<file path="src/rtl/npu_requant_packer_if.sv">
// Handshake bundle between the accumulator drain stream and the packed int8 write-back stream.
// The master modport is the side that drives beats in and accepts packed words.
interface npu_requant_packer_if #(
   parameter int ACC_WIDTH = 32,
   parameter int OUT_WIDTH = 8
);
   logic [ACC_WIDTH-1:0]   s_data;
   logic                   s_valid;
   logic                   s_ready;
   logic [4*OUT_WIDTH-1:0] m_data;
   logic                   m_valid;
   logic                   m_ready;
   logic                   m_last;

   modport master (
      output s_data, s_valid, m_ready,
      input  s_ready, m_data, m_valid, m_last
   );

   modport slave (
      input  s_data, s_valid, m_ready,
      output s_ready, m_data, m_valid, m_last
   );
endinterface

</file>
<file path="src/rtl/npu_requant_packer.sv">
// Requantises 32-bit accumulator beats to int8 (per-column bias, rounding shift, optional ReLU,
// saturation) and packs four lanes per output word for the write-back DMA.
module npu_requant_packer #(
   parameter int N         = 8,
   parameter int ACC_WIDTH = 32,
   parameter int OUT_WIDTH = 8
) (
   input  logic                        clk,
   input  logic                        rst,
   input  logic                        clear,
   input  logic [4:0]                  cfg_shift,
   input  logic                        cfg_relu,
   input  logic                        bias_wr_en,
   input  logic [$clog2(N)-1:0]        bias_wr_idx,
   input  logic signed [ACC_WIDTH-1:0] bias_wr_data,
   npu_requant_packer_if.slave         bus,
   output logic                        busy,
   output logic [15:0]                 sat_count
);
   localparam int CW  = $clog2(N);
   localparam int T_W = ACC_WIDTH + 3;
   localparam logic signed [T_W-1:0] Q_MAX = T_W'((2 ** (OUT_WIDTH - 1)) - 1);
   localparam logic signed [T_W-1:0] Q_MIN = T_W'(-(2 ** (OUT_WIDTH - 1)));

   // Half-LSB of the post-shift result, so the arithmetic shift rounds half up.
   function automatic logic signed [T_W-1:0] round_add(input logic [4:0] sh);
      if (sh == 5'd0) return '0;
      return T_W'(1) << (sh - 5'd1);
   endfunction

   // Returns {clipped, lane}; ReLU takes precedence and never counts as a clip.
   function automatic logic [OUT_WIDTH:0] requant(input logic signed [T_W-1:0] r,
                                                  input logic relu);
      if (relu && r < 0) return '0;
      if (r > Q_MAX)     return {1'b1, Q_MAX[OUT_WIDTH-1:0]};
      if (r < Q_MIN)     return {1'b1, Q_MIN[OUT_WIDTH-1:0]};
      return {1'b0, r[OUT_WIDTH-1:0]};
   endfunction

   logic signed [ACC_WIDTH-1:0] bias_mem [N];
   logic [CW-1:0]               col;
   logic                        stall;
   logic                        accept;

   logic                        vld_p1;
   logic signed [T_W-1:0]       t1_p1;
   logic [4:0]                  shift_p1;
   logic                        relu_p1;
   logic [1:0]                  lane_p1;
   logic                        last_p1;

   logic signed [T_W-1:0]       r_p1;
   logic [OUT_WIDTH:0]          q_p1;
   logic                        fire_p1;
   logic                        word_wr;
   logic [3*OUT_WIDTH-1:0]      pack_p2;

   assign stall       = bus.m_valid && !bus.m_ready;
   assign bus.s_ready = !rst && !stall && !clear;
   assign accept      = bus.s_valid && bus.s_ready;

   assign r_p1    = t1_p1 >>> shift_p1;
   assign q_p1    = requant(r_p1, relu_p1);
   assign fire_p1 = vld_p1 && !stall && !clear;
   assign word_wr = fire_p1 && (lane_p1 == 2'd3);
   assign busy    = vld_p1 || bus.m_valid || (col != '0);

   // Stage 1 -> p1: bias add and rounding offset; stage 2 -> p2: lane pack
   always_ff @(posedge clk) begin
      if (accept) begin
         t1_p1    <= T_W'(signed'(bus.s_data)) + T_W'(bias_mem[col]) + round_add(cfg_shift);
         shift_p1 <= cfg_shift;
         relu_p1  <= cfg_relu;
         lane_p1  <= col[1:0];
         last_p1  <= (col == CW'(N - 1));
      end
      if (clear) begin
         pack_p2 <= '0;
      end else if (fire_p1) begin
         for (int k = 0; k < 3; k++) begin
            if (lane_p1 == 2'(k)) pack_p2[k*OUT_WIDTH +: OUT_WIDTH] <= q_p1[OUT_WIDTH-1:0];
         end
      end
   end

   always_ff @(posedge clk or posedge rst) begin
      if (rst) begin
         for (int i = 0; i < N; i++) bias_mem[i] <= '0;
         col         <= '0;
         vld_p1      <= 1'b0;
         bus.m_valid <= 1'b0;
         bus.m_data  <= '0;
         bus.m_last  <= 1'b0;
         sat_count   <= '0;
      end else begin
         if (bias_wr_en && ({1'b0, bias_wr_idx} < (CW + 1)'(N))) bias_mem[bias_wr_idx] <= bias_wr_data;
         if (clear) begin
            col         <= '0;
            vld_p1      <= 1'b0;
            bus.m_valid <= 1'b0;
            sat_count   <= '0;
         end else begin
            if (accept) col <= (col == CW'(N - 1)) ? '0 : col + 1'b1;
            if (!stall) vld_p1 <= accept;
            if (fire_p1 && q_p1[OUT_WIDTH] && (sat_count != 16'hFFFF)) sat_count <= sat_count + 16'd1;
            // A word written on the handshake edge replaces the one being accepted.
            if (word_wr) begin
               bus.m_valid <= 1'b1;
               bus.m_data  <= {q_p1[OUT_WIDTH-1:0], pack_p2};
               bus.m_last  <= last_p1;
            end else if (bus.m_valid && bus.m_ready) begin
               bus.m_valid <= 1'b0;
            end
         end
      end
   end
endmodule

</file>
<file path="src/flat_wrapper.sv">
// flat-port wrapper written by rule: the top's interface ports become plain ports
module npu_requant_packer_flat 
#(
   parameter int N         = 8,
   parameter int ACC_WIDTH = 32,
   parameter int OUT_WIDTH = 8
)
  (clk, rst, clear, cfg_shift, cfg_relu, bias_wr_en, bias_wr_idx, bias_wr_data, busy, sat_count, bus_s_data, bus_s_valid, bus_m_ready, bus_s_ready, bus_m_data, bus_m_valid, bus_m_last);
  npu_requant_packer_if #(.ACC_WIDTH(ACC_WIDTH), .OUT_WIDTH(OUT_WIDTH)) bus_i ();
  input  logic clk;
  input  logic rst;
  input  logic clear;
  input  logic [4:0] cfg_shift;
  input  logic cfg_relu;
  input  logic bias_wr_en;
  input  logic [$clog2(N)-1:0] bias_wr_idx;
  input  logic signed [ACC_WIDTH-1:0] bias_wr_data;
  output logic busy;
  output logic [15:0] sat_count;
  input wire logic [$bits(bus_i.s_data)-1:0] bus_s_data;
  input wire logic [$bits(bus_i.s_valid)-1:0] bus_s_valid;
  input wire logic [$bits(bus_i.m_ready)-1:0] bus_m_ready;
  output wire logic [$bits(bus_i.s_ready)-1:0] bus_s_ready;
  output wire logic [$bits(bus_i.m_data)-1:0] bus_m_data;
  output wire logic [$bits(bus_i.m_valid)-1:0] bus_m_valid;
  output wire logic [$bits(bus_i.m_last)-1:0] bus_m_last;
  assign bus_i.s_data = bus_s_data;
  assign bus_i.s_valid = bus_s_valid;
  assign bus_i.m_ready = bus_m_ready;
  assign bus_s_ready = bus_i.s_ready;
  assign bus_m_data = bus_i.m_data;
  assign bus_m_valid = bus_i.m_valid;
  assign bus_m_last = bus_i.m_last;
  npu_requant_packer #(.N(N), .ACC_WIDTH(ACC_WIDTH), .OUT_WIDTH(OUT_WIDTH)) u_core (.clk(clk), .rst(rst), .clear(clear), .cfg_shift(cfg_shift), .cfg_relu(cfg_relu), .bias_wr_en(bias_wr_en), .bias_wr_idx(bias_wr_idx), .bias_wr_data(bias_wr_data), .bus(bus_i), .busy(busy), .sat_count(sat_count));
endmodule
</file>
<file path="config.mk">
export PLATFORM = sky130hd
export DESIGN_NAME = npu_requant_packer_flat
export DESIGN_NICKNAME = d
export VERILOG_FILES = /design/src/rtl/npu_requant_packer_if.sv /design/src/rtl/npu_requant_packer.sv /design/src/flat_wrapper.sv
export SDC_FILE = /design/constraint.sdc
export NUM_CORES = 1
export LEC_CHECK = 0
export CAP_MARGIN = 30
export CORE_ASPECT_RATIO = 1.4
export CORE_MARGIN = 4
export CORE_UTILIZATION = 25
export DETAILED_ROUTE_END_ITERATION = 10
export GPL_TIMING_DRIVEN = 0
export SLEW_MARGIN = 40
export SYNTH_ARGS = -nofsm -noshare
export SYNTH_HDL_FRONTEND = slang
export SYNTH_SLANG_ARGS = --single-unit
</file>
<file path="constraint.sdc">
create_clock -name clk -period 26.7 [get_ports clk]
set_clock_uncertainty 0.15 [all_clocks]
set_input_delay 5.34 -clock clk [delete_from_list [all_inputs] [get_ports clk]]
set_output_delay 5.34 -clock clk [all_outputs]
set_load 0.02 [all_outputs]
</file>
==> flow_metrics.env <==
# source this file to load flow results
export IMPL_area_share_nonclk_buffers=0.0725
export IMPL_critical_path_n_buffers_inverters=6
export IMPL_finalNetCount=2104
export IMPL_timing_final_hold_violations=0
export IMPL_slew_viol_final=0
export IMPL_min_delay_path_depth=1
export IMPL_most_numerous_logic_cells_after_layout="mux2_2, dfrtp_1, clkdlybuf4s50_1"
export IMPL_timing_critical_path_max_delay_family="buffers and inverters"
export IMPL_tritoncts="built"
export IMPL_clk_root_buffer_cell="clkbuf_16"
export IMPL_tapCellCount=1170
export IMPL_nClkBuffers=58
export IMPL_hp_start="u_core.pack_p2[7]"
export IMPL_cp_arrival_ns=8.16
export IMPL_worst_r2r_cell_count=27
export IMPL_route_detailed_wl_per_inst_um=20.9
export IMPL_cts_hold_repair_buffers=0
export IMPL_xor_share=0.0214
export IMPL_clk_latency_ns=0.59
export IMPL_tritoncts_num_sinks=378
export IMPL_r2r_setup_slack_ns=19.02
export IMPL_internal_power_mw=1.31
export IMPL_logic_gate_count=1260
export IMPL_n_fill_cell=8786
export IMPL_areaGrowthSynthToFinish_pct=19.7
export IMPL_drt_drc_violations_left=0
export IMPL_outcome="finished clean"
export IMPL_power_mw=1.88
export IMPL_worst_setup_path_endpoint="bus_s_ready"
export IMPL_critPathCaptureType="output pin"
export IMPL_final_util=0.303
export IMPL_critical_path_peak_fanout=81
export IMPL_critical_path_top_delay_cell="clkdlybuf4s50_1"
export IMPL_start_kind="input port"
export IMPL_ys_cells=1779
export IMPL_max_cap_violations=0
export IMPL_final_layout_size_suffix_gt1_frac=0.286
export IMPL_vias_in_the_first_global_route=16900
export IMPL_synth_yosys_seq_area_share=0.433
export IMPL_synth_area_mm2=0.0221
export IMPL_estimated_wirelength_of_the_detail_placed_design_um=50400
export IMPL_io_pin_count=131
## synth_stat cells (all sizes together), types with 17 or more instances
cell type	n	area share
a21o	33	0.011
a21oi	85	0.019
a221o	24	0.011
and2	17	0.0048
buf	41	0.012
clkbuf	68	0.012
dfrtp	310	0.35
dfxtp	24	0.022
edfxtp	44	0.060
ha	70	0.040
inv	31	0.0053
mux2	327	0.17
mux2i	37	0.017
mux4	107	0.11
nand2	67	0.011
nand2b	17	0.0048
nand3	29	0.0066
nor2	83	0.014
nor2b	18	0.0051
nor3	28	0.0063
o21ai	49	0.012
xnor2	35	0.014
xor2	19	0.0075
## per-layer routing
metal,vias up,routed length [um],share of wire
li1,7187,-,-
met1,8081,25700,0.39
met2,481,34600,0.52
met3,146,3220,0.049
met4,8,2560,0.039
met5,-,48,0.00073
Met1 routing:
The bar under the picture is 100 um long. Cells faint in the background.
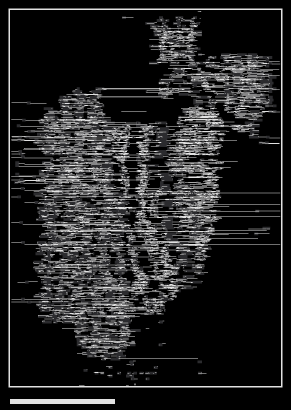
wire length on this layer: 25.7 mm
share of all routed wire: 39%

M2 wires:
Cells faint in the background.
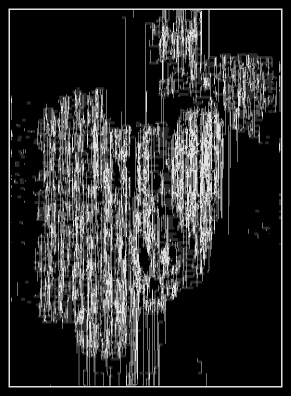
main direction: vertical
share of all routed wire: 52%
wire length on this layer: 34.6 mm
final WL: 66100 um
global routing met2 resource utilization: 0.255
routed vias: 15.9k

M3 wires:
The bar under the picture is 100 um long. Cells faint in the background.
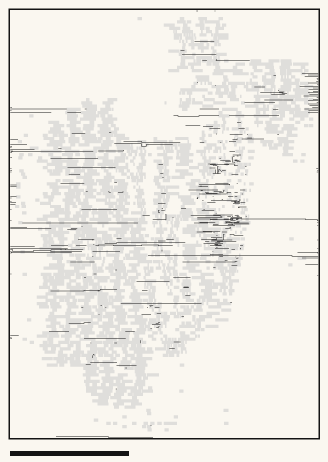
wire length on this layer: 3220 um
main direction: horizontal
share of all routed wire: 4.9%
met3 demand-to-capacity share in global routing: 0.0252

